<file path="config.mk">
export PLATFORM = sky130hd
export DESIGN_NAME = host_cmd_rx
export DESIGN_NICKNAME = d
export VERILOG_FILES = /design/src/rtl/host_cmd_rx.sv
export SDC_FILE = /design/constraint.sdc
export NUM_CORES = 1
export LEC_CHECK = 0
export CAP_MARGIN = 20
export CORE_ASPECT_RATIO = 0.75
export CORE_MARGIN = 4
export CORE_UTILIZATION = 47
export DETAILED_ROUTE_END_ITERATION = 10
export PLACE_DENSITY = 0.77
export SYNTH_ARGS = -nofsm -noshare
export SYNTH_HDL_FRONTEND = slang
export SYNTH_SLANG_ARGS = --single-unit
</file>
<file path="constraint.sdc">
create_clock -name clk -period 10.6 [get_ports clk]
set_input_delay 1.59 -clock clk [delete_from_list [all_inputs] [get_ports clk]]
set_output_delay 1.59 -clock clk [all_outputs]
set_load 0.005 [all_outputs]
</file>
<file path="src/rtl/host_cmd_rx.sv">
// ============================================================================
// Module      : host_cmd_rx
// Description : Host command parser for the FT245 receive byte stream. Frames
//               7-byte packets (SYNC CMD P3 P2 P1 P0 CSUM), checks the XOR
//               checksum and writes a config register or returns its value.
//               Optional inter-byte timeout: define HOST_CMD_TIMEOUT_EN.
// Revision    : 1.0 - initial release
// ============================================================================
`default_nettype none

module host_cmd_rx #(
    parameter int         NUM_REGS       = 8,
    parameter logic [7:0] SYNC_BYTE      = 8'hA5,
    parameter int         TIMEOUT_CYCLES = 4000
) (
    input  logic                  clk,
    input  logic                  rst,
    input  logic [7:0]            rx_data,
    input  logic                  rx_valid,
    output logic                  rx_ready,
    output logic [NUM_REGS*32-1:0] cfg_regs,
    output logic                  cfg_wr,
    output logic [3:0]            cfg_wr_addr,
    output logic                  resp_valid,
    input  logic                  resp_ready,
    output logic [3:0]            resp_addr,
    output logic [31:0]           resp_data,
    output logic                  err,
    output logic [7:0]            err_cnt
);

    localparam logic [2:0] c_IDLE = 3'd0;
    localparam logic [2:0] c_CMD  = 3'd1;
    localparam logic [2:0] c_PAY  = 3'd2;
    localparam logic [2:0] c_CSUM = 3'd3;
    localparam logic [2:0] c_EXEC = 3'd4;
    localparam logic [2:0] c_RESP = 3'd5;

    logic [2:0]  r_state;
    logic [2:0]  w_next_state;
    logic        r_rx_ready;
    logic        r_is_wr;
    logic [3:0]  r_addr;
    logic [7:0]  r_xor;
    logic [31:0] r_payload;
    logic [1:0]  r_cnt;
    logic        r_csum_ok;
    logic        r_cfg_wr;
    logic [3:0]  r_cfg_wr_addr;
    logic        r_resp_valid;
    logic [3:0]  r_resp_addr;
    logic [31:0] r_resp_data;
    logic        r_err;
    logic [7:0]  r_err_cnt;
    logic [31:0] w_reg_file [16];

    logic w_accept;
    logic w_addr_ok;
    logic w_exec_ok;
    logic w_do_write;
    logic w_rd_ok;
    logic w_exec_err;
    logic w_timeout;

    assign w_accept   = rx_valid && r_rx_ready;
    assign w_addr_ok  = ({1'b0, r_addr} < 5'(NUM_REGS));
    assign w_exec_ok  = r_csum_ok && w_addr_ok;
    assign w_do_write = (r_state == c_EXEC) && w_exec_ok && r_is_wr;
    assign w_rd_ok    = w_exec_ok && !r_is_wr;
    assign w_exec_err = (r_state == c_EXEC) && !w_exec_ok;

`ifdef HOST_CMD_TIMEOUT_EN
    localparam int c_TW = ($clog2(TIMEOUT_CYCLES + 1) > 12) ? $clog2(TIMEOUT_CYCLES + 1) : 12;

    logic [c_TW-1:0] r_idle_cnt;
    logic            w_waiting;

    assign w_waiting = (r_state == c_CMD) || (r_state == c_PAY) || (r_state == c_CSUM);
    // An accepted byte in the expiry cycle takes priority over the timeout.
    assign w_timeout = w_waiting && !w_accept && (r_idle_cnt == c_TW'(TIMEOUT_CYCLES - 1));

    always_ff @(posedge clk or posedge rst) begin
        if (rst) begin
            r_idle_cnt <= '0;
        end else if (!w_waiting || w_accept || w_timeout) begin
            r_idle_cnt <= '0;
        end else begin
            r_idle_cnt <= r_idle_cnt + 1'b1;
        end
    end
`else
    assign w_timeout = 1'b0;
`endif

    always_ff @(posedge clk or posedge rst) begin
        if (rst) begin
            r_state    <= c_IDLE;
            r_rx_ready <= 1'b0;
        end else begin
            r_state    <= w_next_state;
            // Registered so rx_ready is clean and low throughout reset.
            r_rx_ready <= (w_next_state == c_IDLE) || (w_next_state == c_CMD) ||
                          (w_next_state == c_PAY)  || (w_next_state == c_CSUM);
        end
    end

    always_comb begin
        w_next_state = r_state;
        case (r_state)
            c_IDLE: if (w_accept && (rx_data == SYNC_BYTE)) w_next_state = c_CMD;
            c_CMD:  if (w_accept) w_next_state = c_PAY;
            c_PAY:  if (w_accept && (r_cnt == 2'd3)) w_next_state = c_CSUM;
            c_CSUM: if (w_accept) w_next_state = c_EXEC;
            c_EXEC: w_next_state = w_rd_ok ? c_RESP : c_IDLE;
            c_RESP: if (resp_ready) w_next_state = c_IDLE;
            default: w_next_state = c_IDLE;
        endcase
        if (w_timeout) w_next_state = c_IDLE;
    end

    always_ff @(posedge clk or posedge rst) begin
        if (rst) begin
            r_is_wr       <= 1'b0;
            r_addr        <= '0;
            r_xor         <= '0;
            r_payload     <= '0;
            r_cnt         <= '0;
            r_csum_ok     <= 1'b0;
            r_cfg_wr      <= 1'b0;
            r_cfg_wr_addr <= '0;
            r_resp_valid  <= 1'b0;
            r_resp_addr   <= '0;
            r_resp_data   <= '0;
            r_err         <= 1'b0;
            r_err_cnt     <= '0;
        end else begin
            r_cfg_wr <= 1'b0;
            r_err    <= 1'b0;
            case (r_state)
                c_CMD: if (w_accept) begin
                    r_is_wr <= rx_data[7];
                    r_addr  <= rx_data[3:0];
                    r_xor   <= rx_data;
                    r_cnt   <= 2'd0;
                end
                c_PAY: if (w_accept) begin
                    r_payload <= {r_payload[23:0], rx_data};
                    r_xor     <= r_xor ^ rx_data;
                    r_cnt     <= r_cnt + 2'd1;
                end
                c_CSUM: if (w_accept) r_csum_ok <= (rx_data == r_xor);
                c_EXEC: begin
                    if (w_do_write) begin
                        r_cfg_wr      <= 1'b1;
                        r_cfg_wr_addr <= r_addr;
                    end else if (w_rd_ok) begin
                        r_resp_valid <= 1'b1;
                        r_resp_addr  <= r_addr;
                        r_resp_data  <= w_reg_file[r_addr];
                    end
                end
                c_RESP: if (resp_ready) r_resp_valid <= 1'b0;
                default: ;
            endcase
            if (w_exec_err || w_timeout) begin
                r_err <= 1'b1;
                if (r_err_cnt != 8'hFF) r_err_cnt <= r_err_cnt + 8'd1;
            end
        end
    end

    // Unimplemented addresses read as zero so the read mux is always 16-wide.
    for (genvar k = 0; k < 16; k++) begin : g_reg
        if (k < NUM_REGS) begin : g_impl
            logic [31:0] r_reg;
            always_ff @(posedge clk or posedge rst) begin
                if (rst) begin
                    r_reg <= '0;
                end else if (w_do_write && (r_addr == 4'(k))) begin
                    r_reg <= r_payload;
                end
            end
            assign w_reg_file[k]     = r_reg;
            assign cfg_regs[32*k +: 32] = r_reg;
        end else begin : g_tie
            assign w_reg_file[k] = '0;
        end
    end

    assign rx_ready    = r_rx_ready;
    assign cfg_wr      = r_cfg_wr;
    assign cfg_wr_addr = r_cfg_wr_addr;
    assign resp_valid  = r_resp_valid;
    assign resp_addr   = r_resp_addr;
    assign resp_data   = r_resp_data;
    assign err         = r_err;
    assign err_cnt     = r_err_cnt;

endmodule

`default_nettype wire

</file>
Fig. 1: routed metal, one colour a layer
The bar under the picture is 50 µm long.
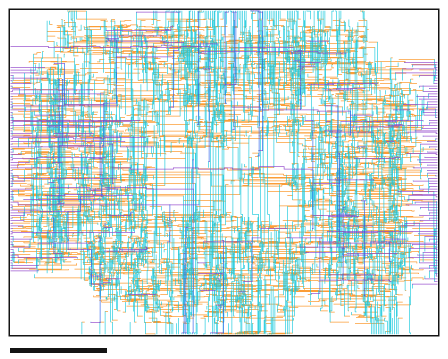
| layer | colour | wire length |
|---|---|---|
| metal 4 | blue | 1370 µm |
| metal 2 | cyan | 22.0 mm |
| metal 3 | purple | 3760 µm |
| metal 1 | orange | 21.1 mm |
aggregate global-route resource usage: 25.8%
total routed wirelength: 48200 µm
Routed WL per cell: 24.4 µm
via count: 11.4k

Fig. 2: clock network drawn from the DEF
The bar under the picture is 50 µm long.
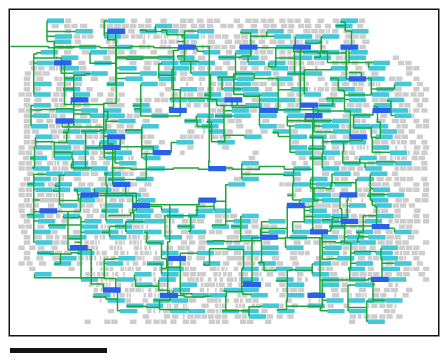
[flip-flops] cyan | count: 359
[clock drivers] blue | count: 38
[clock wires] green | length: 4420 µm
flops lie: spread over the die
routed clock nets: 39

==> flow_summary.yaml <==
# physical design summary
clock_tree:
  cts.path.max_buffers: 3
  cts_max_level: 2
  cts_tree: "built"
global_routing:
  first_global_vias: 11900
  globalRoute.busiestLayer: "met2"
  grt_start_max_net_pins: 184
  number_of_antenna_violations_at_the_first_check_in_global_routing: 0
  grt-ovfl-total: 0
  grt_first_pass_wirelength_um: 73400
yosys:
  avgSynthCellArea_um2: 13.0
  unique_masters_post_synth: 44
  enable_flop_cells: 0
  ys_top_cells_by_count: "359 x sky130_fd_sc_hd__dfrtp_1, 287 x sky130_fd_sc_hd__mux2_2, 128 x sky130_fd_sc_hd__mux2i_1"
  synth.area.mux_share_pct: 28.4
  synth_compound_gate_area_share_pct: 5.14
  synth.cellmix.adderShare_pct: 0.157
  synth_flop_count: 359
  ys.warnings.count: 0
  cells_in_synth_stat_txt: 1228
  async_reset_ff_share_pct: 100
  synthesis.area_um2: 15900
cells_and_area:
  post_route_cells_drive_above_1_share_pct: 24.5
  fillCellCount: 2525
  mostFrequentLayoutCell: "sky130_fd_sc_hd__dfrtp_1"
  layoutNonFillerInstCount: 1973
  layout.cells.most_common_list: "358 x sky130_fd_sc_hd__dfrtp_1, 319 x sky130_fd_sc_hd__clkdlybuf4s50_1, 287 x sky130_fd_sc_hd__mux2_2"
final_timing:
  layout_worst_path_cycle_share_pct: 37.2
  final_critical_path_setup_slack_ps: 6660
  finalHoldViolations: 0
  layout_min_cycle_time_ps: 3940
  rsz0062_at_grt: "false"
  finalSetupViolations: 0
power:
  p_per_area_nw_per_um2: 184
  p_total_mw: 3.81
  p_leak_nw: 9.77
worst_hold_path:
  min_from: "resp_data[29]"
  min_to: "resp_data[29]"
  hp-class: "reg2reg"
worst_setup_path:
  crit_top_cell: "sky130_fd_sc_hd__buf_4"
  worst_ep_required_time_ps: 10990
  crit_arrival_ps: 4330
  critical-path-max-stage-delay_ps: 880
  critical_path.top_delay_family: "buffers and inverters"
  critical_path_startpoint: "rst"
  worst_setup_path_endpoint: "r_addr[1]"
  worst_path_cell_trace: "clkdlybuf4s50_1, clkinvlp_4, buf_4, buf_4"
placement:
  preCtsSetupSlack_ps: 5990
  placed_cells: 1907
  post_dp_cell_area_um2: 19400
  dp.final_hpwl_um: 31500
  io_buffers: 319
flow_run:
  cap_violations: 0
floorplanning:
  pin_count: 320
  core_area_um2: 33500
outcome:
  outcome: "completed"
Fig. 3: sequential cells grouped by signal name
Other sequential cells in the stronger grey, the rest of the logic in the fainter grey.
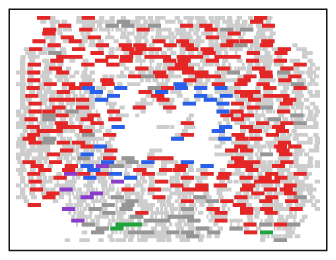
| name in the netlist | colour | placed flops |
|---|---|---|
| resp_addr | green | 4 |
| r_xor | purple | 8 |
| g_reg.g_impl.r_reg | red | 256 |
| r_payload | blue | 32 |
seq pwr: 1.75 mW
Post-Route Utilization: 61.8%
sequential cell area: 8990 µm²

Fig. 4: the clock network
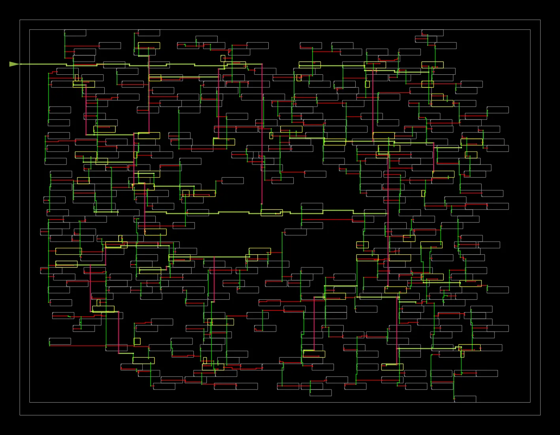
Worst-Skew Late Latency: 530 ps
setup clock skew after layout: 12.7 ps

## power breakdown
group          switching [mW]  internal (mW)
Clock                   0.538          0.797
Sequential              0.290           1.46
Combinational           0.408          0.319
## routing by layer
| layer | share of wire [%] | up-vias |
|---|---|---|
| met4 | 2.8 | 0 |
| met2 | 46 | 450 |
| met1 | 44 | 5887 |
| li1 | - | 4931 |
| met5 | 0 | - |
| met3 | 7.8 | 85 |
## final cells by class
| cell class | count | area [µm²] | share of cell area, % |
|---|---|---|---|
| clock inverters | 7 | 65.1 | 0.315 |
| clock buffers | 59 | 1190 | 5.77 |
| inverters | 15 | 60.1 | 0.290 |
| multi-input cells | 753 | 6500 | 31.4 |
| repair buffers | 330 | 3310 | 16.0 |
| well taps | 450 | 563 | 2.72 |
| flip-flops and latches | 359 | 8990 | 43.5 |
No activity file was given, so power comes from the tool's default toggle rates.
